<file path="config.mk">
export PLATFORM = sky130hd
export DESIGN_NAME = intel_fpga_axi_gpio_ctrl_flat
export DESIGN_NICKNAME = d
export VERILOG_FILES = /design/src/rtl/intel_fpga_axi_gpio_ctrl_pkg.sv /design/src/rtl/intel_fpga_axi_gpio_ctrl_if.sv /design/src/rtl/intel_fpga_gpio_poll_timer.sv /design/src/rtl/intel_fpga_axi_gpio_ctrl.sv /design/src/flat_wrapper.sv
export SDC_FILE = /design/constraint.sdc
export NUM_CORES = 1
export LEC_CHECK = 0
export ABC_AREA = 1
export CAP_MARGIN = 20
export CELL_PAD_IN_SITES_DETAIL_PLACEMENT = 0
export CELL_PAD_IN_SITES_GLOBAL_PLACEMENT = 2
export CORE_MARGIN = 8
export CORE_UTILIZATION = 37
export DETAILED_ROUTE_END_ITERATION = 10
export DONT_BUFFER_PORTS = 1
export PLACE_DENSITY = 0.8
export SLEW_MARGIN = 0
export SYNTH_ARGS = -nofsm -noshare
export SYNTH_HDL_FRONTEND = slang
export SYNTH_SLANG_ARGS = --single-unit
</file>
<file path="constraint.sdc">
create_clock -name s_axi_aclk -period 4.3 [get_ports s_axi_aclk]
set_input_delay 0.43 -clock s_axi_aclk [delete_from_list [all_inputs] [get_ports s_axi_aclk]]
set_output_delay 0.43 -clock s_axi_aclk [all_outputs]
set_load 0.01 [all_outputs]
</file>
<file path="src/rtl/intel_fpga_axi_gpio_ctrl_pkg.sv">
// intel_fpga_axi_gpio_ctrl_pkg: shared types and AXI response codes for the GPIO sequencer
package intel_fpga_axi_gpio_ctrl_pkg;
  typedef enum logic [2:0] {INIT_RD, INIT_WAIT, IDLE, WR_REQ, WR_RESP, RD_REQ, RD_RESP} state_t;
  typedef enum logic {READ, WRITE} op_t;
  localparam logic [1:0] RESP_OKAY   = 2'b00;
  localparam logic [1:0] RESP_SLVERR = 2'b10;
  localparam logic [1:0] RESP_DECERR = 2'b11;
endpackage

</file>
<file path="src/rtl/intel_fpga_axi_gpio_ctrl_if.sv">
// intel_fpga_axi_gpio_ctrl_if: AXI4-Lite link between the sequencer and the GPIO slave
interface intel_fpga_axi_gpio_ctrl_if #(
  parameter int P_ADDR_WIDTH = 4,
  parameter int P_DATA_WIDTH = 32
);
  logic [P_ADDR_WIDTH-1:0]   awaddr;
  logic                      awvalid;
  logic                      awready;
  logic [P_DATA_WIDTH-1:0]   wdata;
  logic [P_DATA_WIDTH/8-1:0] wstrb;
  logic                      wvalid;
  logic                      wready;
  logic [1:0]                bresp;
  logic                      bvalid;
  logic                      bready;
  logic [P_ADDR_WIDTH-1:0]   araddr;
  logic                      arvalid;
  logic                      arready;
  logic [P_DATA_WIDTH-1:0]   rdata;
  logic [1:0]                rresp;
  logic                      rvalid;
  logic                      rready;
  modport master (
    output awaddr, awvalid, wdata, wstrb, wvalid, bready, araddr, arvalid, rready,
    input  awready, wready, bresp, bvalid, arready, rdata, rresp, rvalid
  );
  modport slave (
    input  awaddr, awvalid, wdata, wstrb, wvalid, bready, araddr, arvalid, rready,
    output awready, wready, bresp, bvalid, arready, rdata, rresp, rvalid
  );
endinterface

</file>
<file path="src/rtl/intel_fpga_gpio_poll_timer.sv">
// intel_fpga_gpio_poll_timer: free-running reload counter emitting a pulse every P_CYCLES clocks
module intel_fpga_gpio_poll_timer #(
  parameter int P_CYCLES = 1024
) (
  input  logic s_axi_aclk,
  input  logic s_axi_aresetn,
  output logic expire
);
  localparam int W = $clog2(P_CYCLES);
  logic [W-1:0] cnt;
  assign expire = cnt == '0;
  // count down and reload on expiry
  always_ff @(posedge s_axi_aclk or negedge s_axi_aresetn)
    if (!s_axi_aresetn) cnt <= W'(P_CYCLES - 1);
    else cnt <= expire ? W'(P_CYCLES - 1) : cnt - 1'b1;
endmodule

</file>
<file path="src/rtl/intel_fpga_axi_gpio_ctrl.sv">
// intel_fpga_axi_gpio_ctrl: AXI4-Lite master applying masked GPO updates and polling GPI
module intel_fpga_axi_gpio_ctrl
  import intel_fpga_axi_gpio_ctrl_pkg::*;
#(
  parameter int                    P_ADDR_WIDTH  = 4,
  parameter int                    P_DATA_WIDTH  = 32,
  parameter int                    P_GPI_WIDTH   = 32,
  parameter int                    P_GPO_WIDTH   = 32,
  parameter logic [P_ADDR_WIDTH-1:0] P_GPO_ADDR  = 'h0,
  parameter logic [P_ADDR_WIDTH-1:0] P_GPI_ADDR  = 'h4,
  parameter logic [P_GPO_WIDTH-1:0]  P_GPO_DEFAULT = '0,
  parameter int                    P_POLL_CYCLES = 1024
) (
  input  logic                   s_axi_aclk,
  input  logic                   s_axi_aresetn,
  intel_fpga_axi_gpio_ctrl_if.master m_axi,
  input  logic                   cmd_valid,
  output logic                   cmd_ready,
  input  logic [P_GPO_WIDTH-1:0] cmd_data,
  input  logic [P_GPO_WIDTH-1:0] cmd_mask,
  output logic [P_GPO_WIDTH-1:0] gpo_shadow,
  output logic [P_GPI_WIDTH-1:0] gpi_value,
  output logic                   gpi_change,
  output logic                   err
);
  state_t state, state_nx;
  op_t last_op;
  logic run, poll_pending, first_poll, aw_done, w_done, expire, poll_go, cmd_go;
  logic [P_GPO_WIDTH-1:0] wr_val, cmd_val;

  intel_fpga_gpio_poll_timer #(.P_CYCLES(P_POLL_CYCLES)) u_timer (
    .s_axi_aclk(s_axi_aclk), .s_axi_aresetn(s_axi_aresetn), .expire(expire)
  );

  assign cmd_val = (gpo_shadow & ~cmd_mask) | (cmd_data & cmd_mask);
  assign poll_go = state == IDLE && poll_pending && (last_op == WRITE || !cmd_valid);
  assign cmd_go  = state == IDLE && cmd_valid && !poll_go;

  assign m_axi.awaddr  = P_GPO_ADDR;
  assign m_axi.awvalid = state == WR_REQ && !aw_done;
  assign m_axi.wdata   = P_DATA_WIDTH'(wr_val);
  assign m_axi.wstrb   = '1;
  assign m_axi.wvalid  = state == WR_REQ && !w_done;
  assign m_axi.bready  = state == WR_RESP;
  assign m_axi.araddr  = state == RD_REQ ? P_GPI_ADDR : P_GPO_ADDR;
  assign m_axi.arvalid = (state == INIT_RD && run) || state == RD_REQ;
  assign m_axi.rready  = state == INIT_WAIT || state == RD_RESP;

  // state register; run holds off the INIT read until the first clock after reset
  always_ff @(posedge s_axi_aclk or negedge s_axi_aresetn)
    if (!s_axi_aresetn) state <= INIT_RD;
    else state <= state_nx;

  // next-state and command accept; cmd_ready only ever rises in IDLE
  always_comb begin
    state_nx  = state;
    cmd_ready = 1'b0;
    case (state)
      INIT_RD:   if (run && m_axi.arready) state_nx = INIT_WAIT;
      INIT_WAIT: if (m_axi.rvalid) state_nx = IDLE;
      IDLE: begin
        cmd_ready = cmd_go;
        state_nx  = poll_go ? RD_REQ : (cmd_go && cmd_val != gpo_shadow) ? WR_REQ : IDLE;
      end
      WR_REQ:    if ((aw_done || m_axi.awready) && (w_done || m_axi.wready)) state_nx = WR_RESP;
      WR_RESP:   if (m_axi.bvalid) state_nx = IDLE;
      RD_REQ:    if (m_axi.arready) state_nx = RD_RESP;
      RD_RESP:   if (m_axi.rvalid) state_nx = IDLE;
      default:   state_nx = INIT_RD;
    endcase
  end

  // datapath: poll bookkeeping, write channel tracking and response handling
  always_ff @(posedge s_axi_aclk or negedge s_axi_aresetn)
    if (!s_axi_aresetn) begin
      run          <= 1'b0;
      poll_pending <= 1'b0;
      first_poll   <= 1'b1;
      last_op      <= READ;
      aw_done      <= 1'b0;
      w_done       <= 1'b0;
      wr_val       <= '0;
      gpo_shadow   <= P_GPO_DEFAULT;
      gpi_value    <= '0;
      gpi_change   <= 1'b0;
      err          <= 1'b0;
    end else begin
      run          <= 1'b1;
      gpi_change   <= 1'b0;
      err          <= 1'b0;
      poll_pending <= !poll_go && (poll_pending || expire);
      if (cmd_ready) begin
        wr_val  <= cmd_val;
        aw_done <= 1'b0;
        w_done  <= 1'b0;
      end
      if (m_axi.awvalid && m_axi.awready) aw_done <= 1'b1;
      if (m_axi.wvalid && m_axi.wready) w_done <= 1'b1;
      if (state == INIT_WAIT && m_axi.rvalid) begin
        if (m_axi.rresp == RESP_OKAY) gpo_shadow <= m_axi.rdata[P_GPO_WIDTH-1:0];
        else err <= 1'b1;
      end
      if (state == WR_RESP && m_axi.bvalid) begin
        last_op <= WRITE;
        if (m_axi.bresp == RESP_OKAY) gpo_shadow <= wr_val;
        else err <= 1'b1;
      end
      if (state == RD_RESP && m_axi.rvalid) begin
        last_op <= READ;
        if (m_axi.rresp == RESP_OKAY) begin
          gpi_value  <= m_axi.rdata[P_GPI_WIDTH-1:0];
          gpi_change <= !first_poll && m_axi.rdata[P_GPI_WIDTH-1:0] != gpi_value;
          first_poll <= 1'b0;
        end else err <= 1'b1;
      end
    end
endmodule

</file>
<file path="src/flat_wrapper.sv">
// flat-port wrapper written by rule: the top's interface ports become plain ports
module intel_fpga_axi_gpio_ctrl_flat import intel_fpga_axi_gpio_ctrl_pkg::*;
#(
  parameter int                    P_ADDR_WIDTH  = 4,
  parameter int                    P_DATA_WIDTH  = 32,
  parameter int                    P_GPI_WIDTH   = 32,
  parameter int                    P_GPO_WIDTH   = 32,
  parameter logic [P_ADDR_WIDTH-1:0] P_GPO_ADDR  = 'h0,
  parameter logic [P_ADDR_WIDTH-1:0] P_GPI_ADDR  = 'h4,
  parameter logic [P_GPO_WIDTH-1:0]  P_GPO_DEFAULT = '0,
  parameter int                    P_POLL_CYCLES = 1024
)
  (s_axi_aclk, s_axi_aresetn, cmd_valid, cmd_ready, cmd_data, cmd_mask, gpo_shadow, gpi_value, gpi_change, err, m_axi_awaddr, m_axi_awvalid, m_axi_wdata, m_axi_wstrb, m_axi_wvalid, m_axi_bready, m_axi_araddr, m_axi_arvalid, m_axi_rready, m_axi_awready, m_axi_wready, m_axi_bresp, m_axi_bvalid, m_axi_arready, m_axi_rdata, m_axi_rresp, m_axi_rvalid);
  intel_fpga_axi_gpio_ctrl_if #(.P_ADDR_WIDTH(P_ADDR_WIDTH), .P_DATA_WIDTH(P_DATA_WIDTH)) m_axi_i ();
  input  logic s_axi_aclk;
  input  logic s_axi_aresetn;
  input  logic cmd_valid;
  output logic cmd_ready;
  input  logic [P_GPO_WIDTH-1:0] cmd_data;
  input  logic [P_GPO_WIDTH-1:0] cmd_mask;
  output logic [P_GPO_WIDTH-1:0] gpo_shadow;
  output logic [P_GPI_WIDTH-1:0] gpi_value;
  output logic gpi_change;
  output logic err;
  output wire logic [$bits(m_axi_i.awaddr)-1:0] m_axi_awaddr;
  output wire logic [$bits(m_axi_i.awvalid)-1:0] m_axi_awvalid;
  output wire logic [$bits(m_axi_i.wdata)-1:0] m_axi_wdata;
  output wire logic [$bits(m_axi_i.wstrb)-1:0] m_axi_wstrb;
  output wire logic [$bits(m_axi_i.wvalid)-1:0] m_axi_wvalid;
  output wire logic [$bits(m_axi_i.bready)-1:0] m_axi_bready;
  output wire logic [$bits(m_axi_i.araddr)-1:0] m_axi_araddr;
  output wire logic [$bits(m_axi_i.arvalid)-1:0] m_axi_arvalid;
  output wire logic [$bits(m_axi_i.rready)-1:0] m_axi_rready;
  input wire logic [$bits(m_axi_i.awready)-1:0] m_axi_awready;
  input wire logic [$bits(m_axi_i.wready)-1:0] m_axi_wready;
  input wire logic [$bits(m_axi_i.bresp)-1:0] m_axi_bresp;
  input wire logic [$bits(m_axi_i.bvalid)-1:0] m_axi_bvalid;
  input wire logic [$bits(m_axi_i.arready)-1:0] m_axi_arready;
  input wire logic [$bits(m_axi_i.rdata)-1:0] m_axi_rdata;
  input wire logic [$bits(m_axi_i.rresp)-1:0] m_axi_rresp;
  input wire logic [$bits(m_axi_i.rvalid)-1:0] m_axi_rvalid;
  assign m_axi_awaddr = m_axi_i.awaddr;
  assign m_axi_awvalid = m_axi_i.awvalid;
  assign m_axi_wdata = m_axi_i.wdata;
  assign m_axi_wstrb = m_axi_i.wstrb;
  assign m_axi_wvalid = m_axi_i.wvalid;
  assign m_axi_bready = m_axi_i.bready;
  assign m_axi_araddr = m_axi_i.araddr;
  assign m_axi_arvalid = m_axi_i.arvalid;
  assign m_axi_rready = m_axi_i.rready;
  assign m_axi_i.awready = m_axi_awready;
  assign m_axi_i.wready = m_axi_wready;
  assign m_axi_i.bresp = m_axi_bresp;
  assign m_axi_i.bvalid = m_axi_bvalid;
  assign m_axi_i.arready = m_axi_arready;
  assign m_axi_i.rdata = m_axi_rdata;
  assign m_axi_i.rresp = m_axi_rresp;
  assign m_axi_i.rvalid = m_axi_rvalid;
  intel_fpga_axi_gpio_ctrl #(.P_ADDR_WIDTH(P_ADDR_WIDTH), .P_DATA_WIDTH(P_DATA_WIDTH), .P_GPI_WIDTH(P_GPI_WIDTH), .P_GPO_WIDTH(P_GPO_WIDTH), .P_GPO_ADDR(P_GPO_ADDR), .P_GPI_ADDR(P_GPI_ADDR), .P_GPO_DEFAULT(P_GPO_DEFAULT), .P_POLL_CYCLES(P_POLL_CYCLES)) u_core (.s_axi_aclk(s_axi_aclk), .s_axi_aresetn(s_axi_aresetn), .m_axi(m_axi_i), .cmd_valid(cmd_valid), .cmd_ready(cmd_ready), .cmd_data(cmd_data), .cmd_mask(cmd_mask), .gpo_shadow(gpo_shadow), .gpi_value(gpi_value), .gpi_change(gpi_change), .err(err));
endmodule
</file>
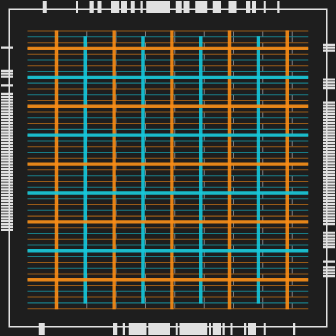
Fig. 1. Supply network (run 1).
Pins as bars on the die edge. Tap cells in gray.
color	net
orange	VSS
cyan	VDD
rows	48
tap cells	225
met4 straps	9
signal pins	224
met1 rails	49
core area: 17200 sq um
die height: 149 um
IR drop worst, VDD: 0.000281 V

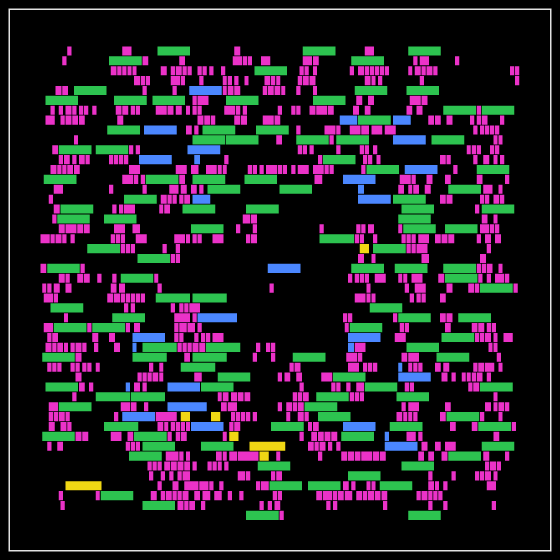
Fig. 2. Cell classes on the final placement (run 1).
color	class	cells	share of their area
green	flip-flops	117	42%
yellow	other buffers and delay cells	7	1.3%
magenta	all other logic	719	48%
blue	clock drivers and dummy loads	29	8.0%
flop share of the area: 0.407
Finished Core Util: 0.419

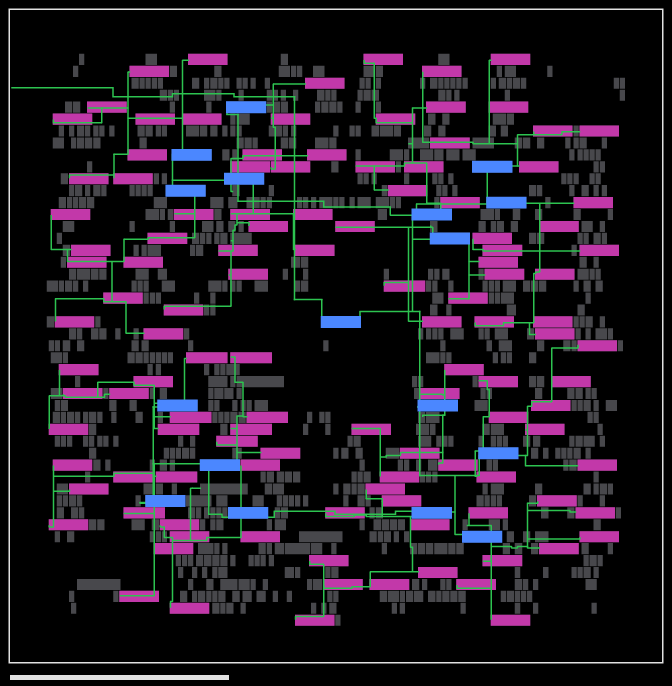
Fig. 3. Clock distribution (run 1).
The bar under the picture is 50 um long.
[green] clock wires | length: 1780 um
[magenta] flip-flops | count: 117
[blue] cells driving clock nets | count: 17
flops lie	widely spread
Clk pwr share: 0.274
skew final: 0.00701 ns
Clock Latency Late Sink: 0.41 ns
P_clk: 0.00136 W

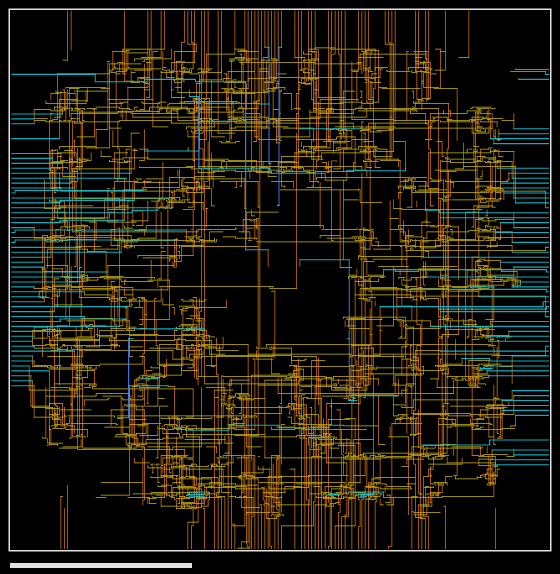
Fig. 4. Metal layers overlaid (run 1).
The bar under the picture is 50 um long.
color	layer	wire length
blue	met4	201 um
cyan	met3	2360 um
orange	met2	9240 um
yellow	met1	7830 um
vias post-DR: 5443
WL final: 19600 um
global-route usage over all layers: 0.178
drt wl/cell: 17.9 um

==> run 1: cells by family after synthesis <==
| kind of cell | after synthesis |
|---|---|
| AND/OR/NAND/NOR | 352 |
| buffers and inverters | 180 |
| AND-OR/OR-AND | 177 |
| flip-flops | 117 |
| XOR/XNOR | 33 |
| other | 2 |
| adder cells (fa/ha/maj) | 1 |
==> run 1: through the flow <==
step	instance area (sq um)	total power, W
global placement	6610	0.00358
CTS	7200	0.00505
global route	7220	0.00537
floorplan	6550	0.00319
detailed placement	6610	0.00363
finish	7220	0.00498
==> run 1: layout make-up <==
type	instances	area, sq um	share of cell area
clock inverters	5	75.1	0.0104
clock buffers	24	482	0.0667
repair buffers	7	92.6	0.0128
flip-flops and latches	117	2940	0.407
multi-input cells	575	2810	0.389
inverters	144	541	0.0748
well taps	225	282	0.0390
==> results.tsv, run 1 <==
metric	value	unit
p_sw	0.00200	W
global_route.usage.met2	0.288	
final_layout_size_suffix_gt1_frac	0.0745	
critical_path_class	register to register	
met3WireLength	2360	um
status	finished with violations	
max-clock-path-buffers	2	
ys_seq_elements	117	
synth_seq_share	0.452	
cp-endpoint	u_core.gpo_shadow[31]	
cp_max_fo	33	
gr-usage-met3	0.0893	
drtIter0Drc	435	
synth.top_cell.area_share	0.408	
r2r_start	u_core.state[0]	
lay_top_count	nand2_1	
ctsHoldBuffers	1	
ys_sh_aoi	0.150	
antenna_cells	0	
slew_headroom	0.449	
crit_arrival	2.66	ns
grt_pass1_wl	30700	um
violations	hold timing	
holdWs	-0.0531	ns
area_growth	11.0	%
finalHoldViolCount	9	
fin_ws	1.98	ns
cts-root-buf	clkbuf_16	
cts_resized	0	
async_flop_share	1.00	
Fig. 5: run 1, routing congestion map
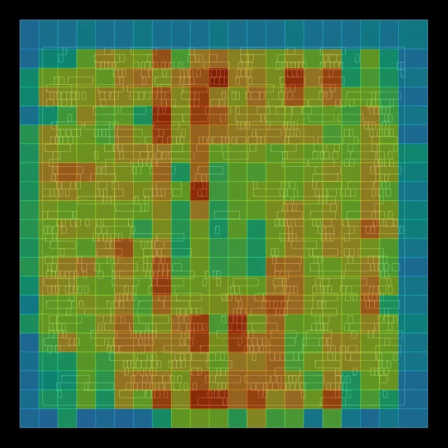

## Run 2: what changed since run 1
CORE_UTILIZATION = 35   (was 37)
PLACE_DENSITY = 0.76   (was 0.8)
clock period = 2.4 ns   (was 4.3 ns; I/O delays follow)
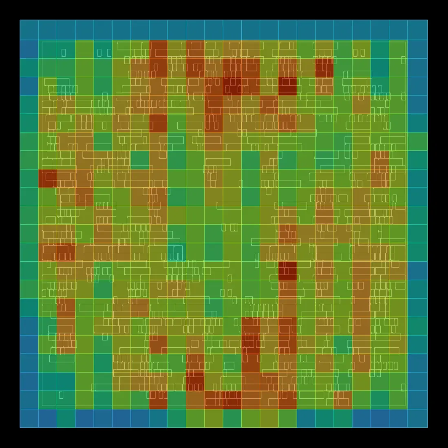
Fig. 6. Routing congestion map (run 2).
GR Util met1: 0.222
met3 usage: 0.0760

==> run 2 against run 1 <==
  * Cell count grew 6.0%
  * The flow still finishes with violations (hold timing)
  * Clock-buffer cell count fell by 2
  * Clock power increased by 98%
  * Routed wire length rose by 7.1%
  * Highest routed layer unchanged
  * Synthesized area unchanged
  * Die size up 5.1%
  * Largest power group unchanged
  * Combinational power rose by 82%
  * Largest cell class unchanged
==> results.tsv, run 2 <==
metric	value	unit	change
status	finished with violations		
violations	hold timing		
antenna_cells	0		unchanged
synth.top_cell.area_share	0.408		unchanged
crit_arrival	1.74	ns	-0.92 ns
final_layout_size_suffix_gt1_frac	0.0753		+0.000809
r2r_start	u_core.state[0]		
finalHoldViolCount	117		+108
mi_logic_area	2810	sq um	unchanged
lay_top_count	nand2_1		
ctsHoldBuffers	53		+52
cts_resized	0		unchanged
met3WireLength	2150	um	-8.7%
fin_ws	0.425	ns	-1.55 ns
slew_headroom	0.448		-0.000487
dpl_cell_area	6650	sq um	+0.51%
fp.dieH	152	um	+2.5%
clock_skew	0.00815	ns	+0.00114 ns
syn_inst	862		
area_growth	19.7	%	
holdWs	-0.473	ns	-0.420 ns
final_area	7790	sq um	+7.9%
peakVddDrop	0.000483	V	+72%
cp-endpoint	cmd_ready		
final_util	0.422		+0.00317
cp_max_fo	35		+6.1%
critical_path_class	register to output port		
postRouteAntennaNets	0		
ys_sh_aoi	0.150		unchanged
clk_latency	0.41	ns	about the same
global_route.usage.met2	0.291		+0.00302
drtIter0Drc	271		-38%
synth_seq_share	0.452		unchanged
grt_pass1_wl	33200	um	+8.1%
ys_seq_elements	117		unchanged
total_power	0.00923	W	+85%
num_rows	50		
grt_pass1_vias	5748		
cts-root-buf	clkbuf_16		
vias	5761		+5.8%
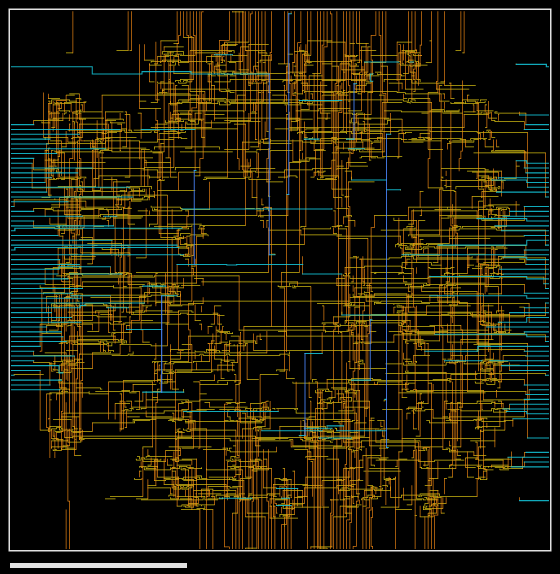
Fig. 7. Metal layers overlaid (run 2).
The bar under the picture is 50 um long.
color	layer	wire length
orange	met2	9860 um
yellow	met1	8720 um
blue	met4	300 um
cyan	met3	2150 um
global-route usage over all layers: 0.182
drt wl/cell: 18.1 um
WL final: 21000 um

## run 2: cell count changes in the layout (fill, tap and decap cells not counted), sizes merged
cell         previous run  this run
dlygate4sd3             0        53
clkinvlp                0         1
clkbuf                 24        22
bufinv                  2         4
clkinv                  3         5
buf                     7         8
## run 2: where the power goes
group / switching, W / leakage, nW / internal (W)
Combinational: 0.00141 / 2.13 / 0.000997
Clock: 0.000907 / 0.304 / 0.00178
Sequential: 0.00132 / 1.41 / 0.00281
Total: 0.00364 / 3.84 / 0.00559
## run 2: final cells by class
cell class | instances | share of cell area
clock buffer | 22 | 0.0596
multi-input combinational | 575 | 0.361
tap | 234 | 0.0376
timing repair buffer | 61 | 0.0758
inverter | 144 | 0.0694
sequential | 117 | 0.377
clock inverter | 10 | 0.0196
Fig. 8: run 2, clock distribution
The bar under the picture is 50 um long.
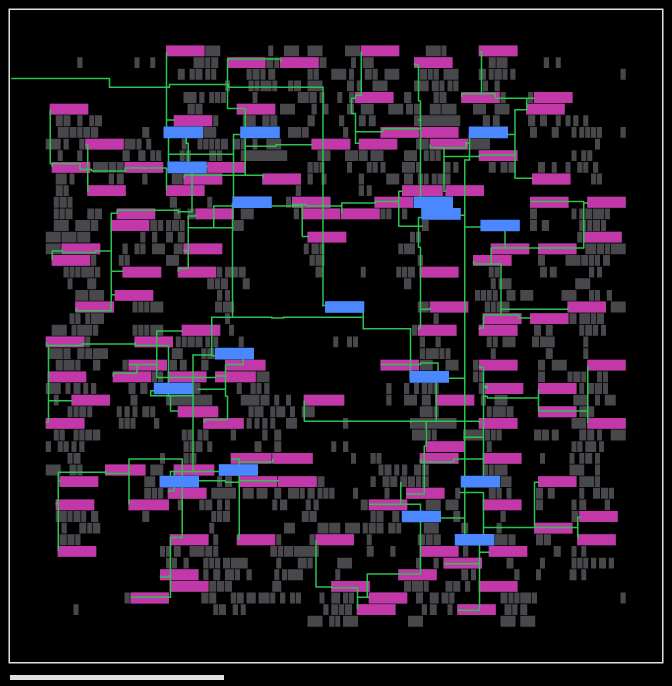

## Run 3: what changed since run 2
clock period = 2 ns   (was 2.4 ns; I/O delays follow)
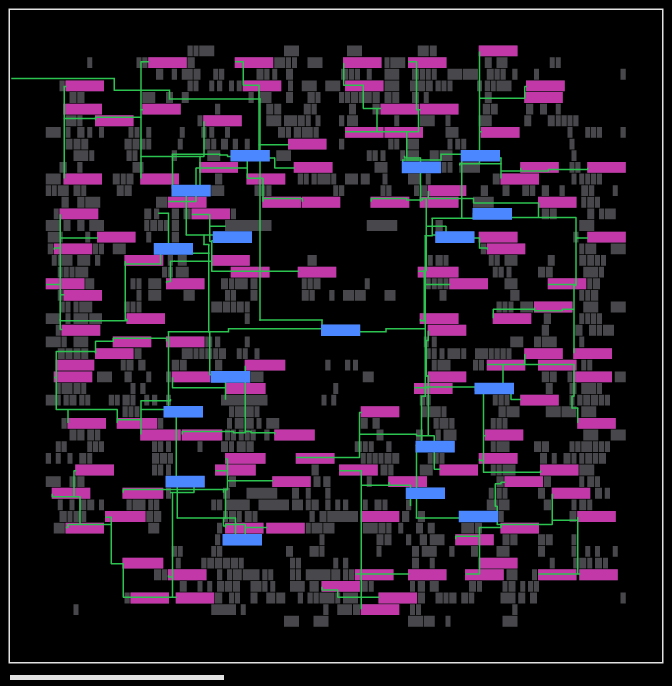
Fig. 9. Clock distribution (run 3).
The bar under the picture is 50 um long.
[green] clock wires | length: 1870 um
[magenta] flip-flops | count: 117
[blue] cells driving clock nets | count: 17
routed clock nets	18
flops lie	widely spread
Clk pwr share: 0.270
skew final: 0.00720 ns
P_clk: 0.00293 W

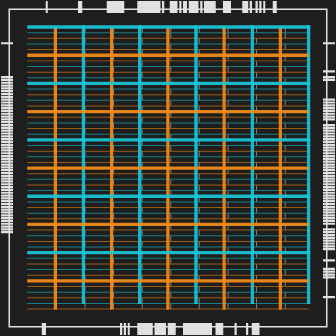
Fig. 10. Supply network (run 3).
Pins as bars on the die edge. Tap cells in gray.
color	net
cyan	VDD
orange	VSS
met1 rails	51
signal pins	224
rows	50
width of the die: 152 um
die height: 152 um

==> run 3 against run 2 <==
  * The flow still finishes with violations (hold timing)
  * Setup slack lost 0.30 ns
  * Clock power grew 8.9%
  * Register-to-register slack worse by 0.19 ns
  * Cell count is 0.43% higher
  * Sequential cell count unchanged
  * Die size is the same
  * Synthesized area is the same
  * Critical path depth shrank 1
  * Clock-buffer cell count up 3
  * First-iteration DRC count is 32% higher
  * Critical path type unchanged
==> results.tsv, run 3 <==
metric	value	unit	change
drtIter0Drc	358		+32%
holdWs	-0.518	ns	-0.0443 ns
final_layout_size_suffix_gt1_frac	0.0749		-0.000403
global_route.usage.met2	0.301		+0.0109
cts-root-buf	clkbuf_16		
pwr-share-seq	0.457		+0.009
status	finished with violations		
finalHoldViolCount	117		unchanged
clk_latency	0.41	ns	about the same
synth.top_cell.area_share	0.408		unchanged
critical_path_class	register to output port		
grt_pass1_vias	6009		+4.5%
cp-endpoint	m_axi_awvalid		
area_growth	20.5	%	
final_area	7850	sq um	+0.66%
lay_top_count	nand2_1		
vias	5803		+0.73%
synth_seq_share	0.452		unchanged
violations	hold timing		
total_power	0.0109	W	+18%
grt_pass1_wl	34100	um	+2.7%
peakVddDrop	0.000596	V	+23%
syn_inst	862		unchanged
fin_ws	0.127	ns	-0.298 ns
drt_wl_total	21300	um	+1.1%
r2r_start	u_core.state[0]		
gr-usage-met3	0.0822		+0.00624
run 3: cell families after synthesis:
kind of cell / after synthesis / synth area share
fa+ha+maj: 1 / 0.00192
xor+xnor: 33 / 0.0444
compound gates: 177 / 0.150
other cells: 2 / 0.00115
flops: 117 / 0.452
buf+inv: 180 / 0.122
simple gates: 352 / 0.229
run 3: repair_timing:
| action | 4_1_cts | 5_1_grt |
|---|---|---|
| endpoints found under the setup margin | 0 | 2 |
| hold endpoints to repair | 203 | 117 |
| resized | 0 | 2 |
run 3: cell type report:
type,count,area (sq um)
Multi-Input combinational cell,575,2820
Timing Repair Buffer,68,701
Inverter,144,541
Sequential cell,117,2940
Clock inverter,5,75.1
Clock buffer,25,475
Tap cell,234,293
Fill cell,1850,10600
Power is estimated from default activity; no workload was simulated.
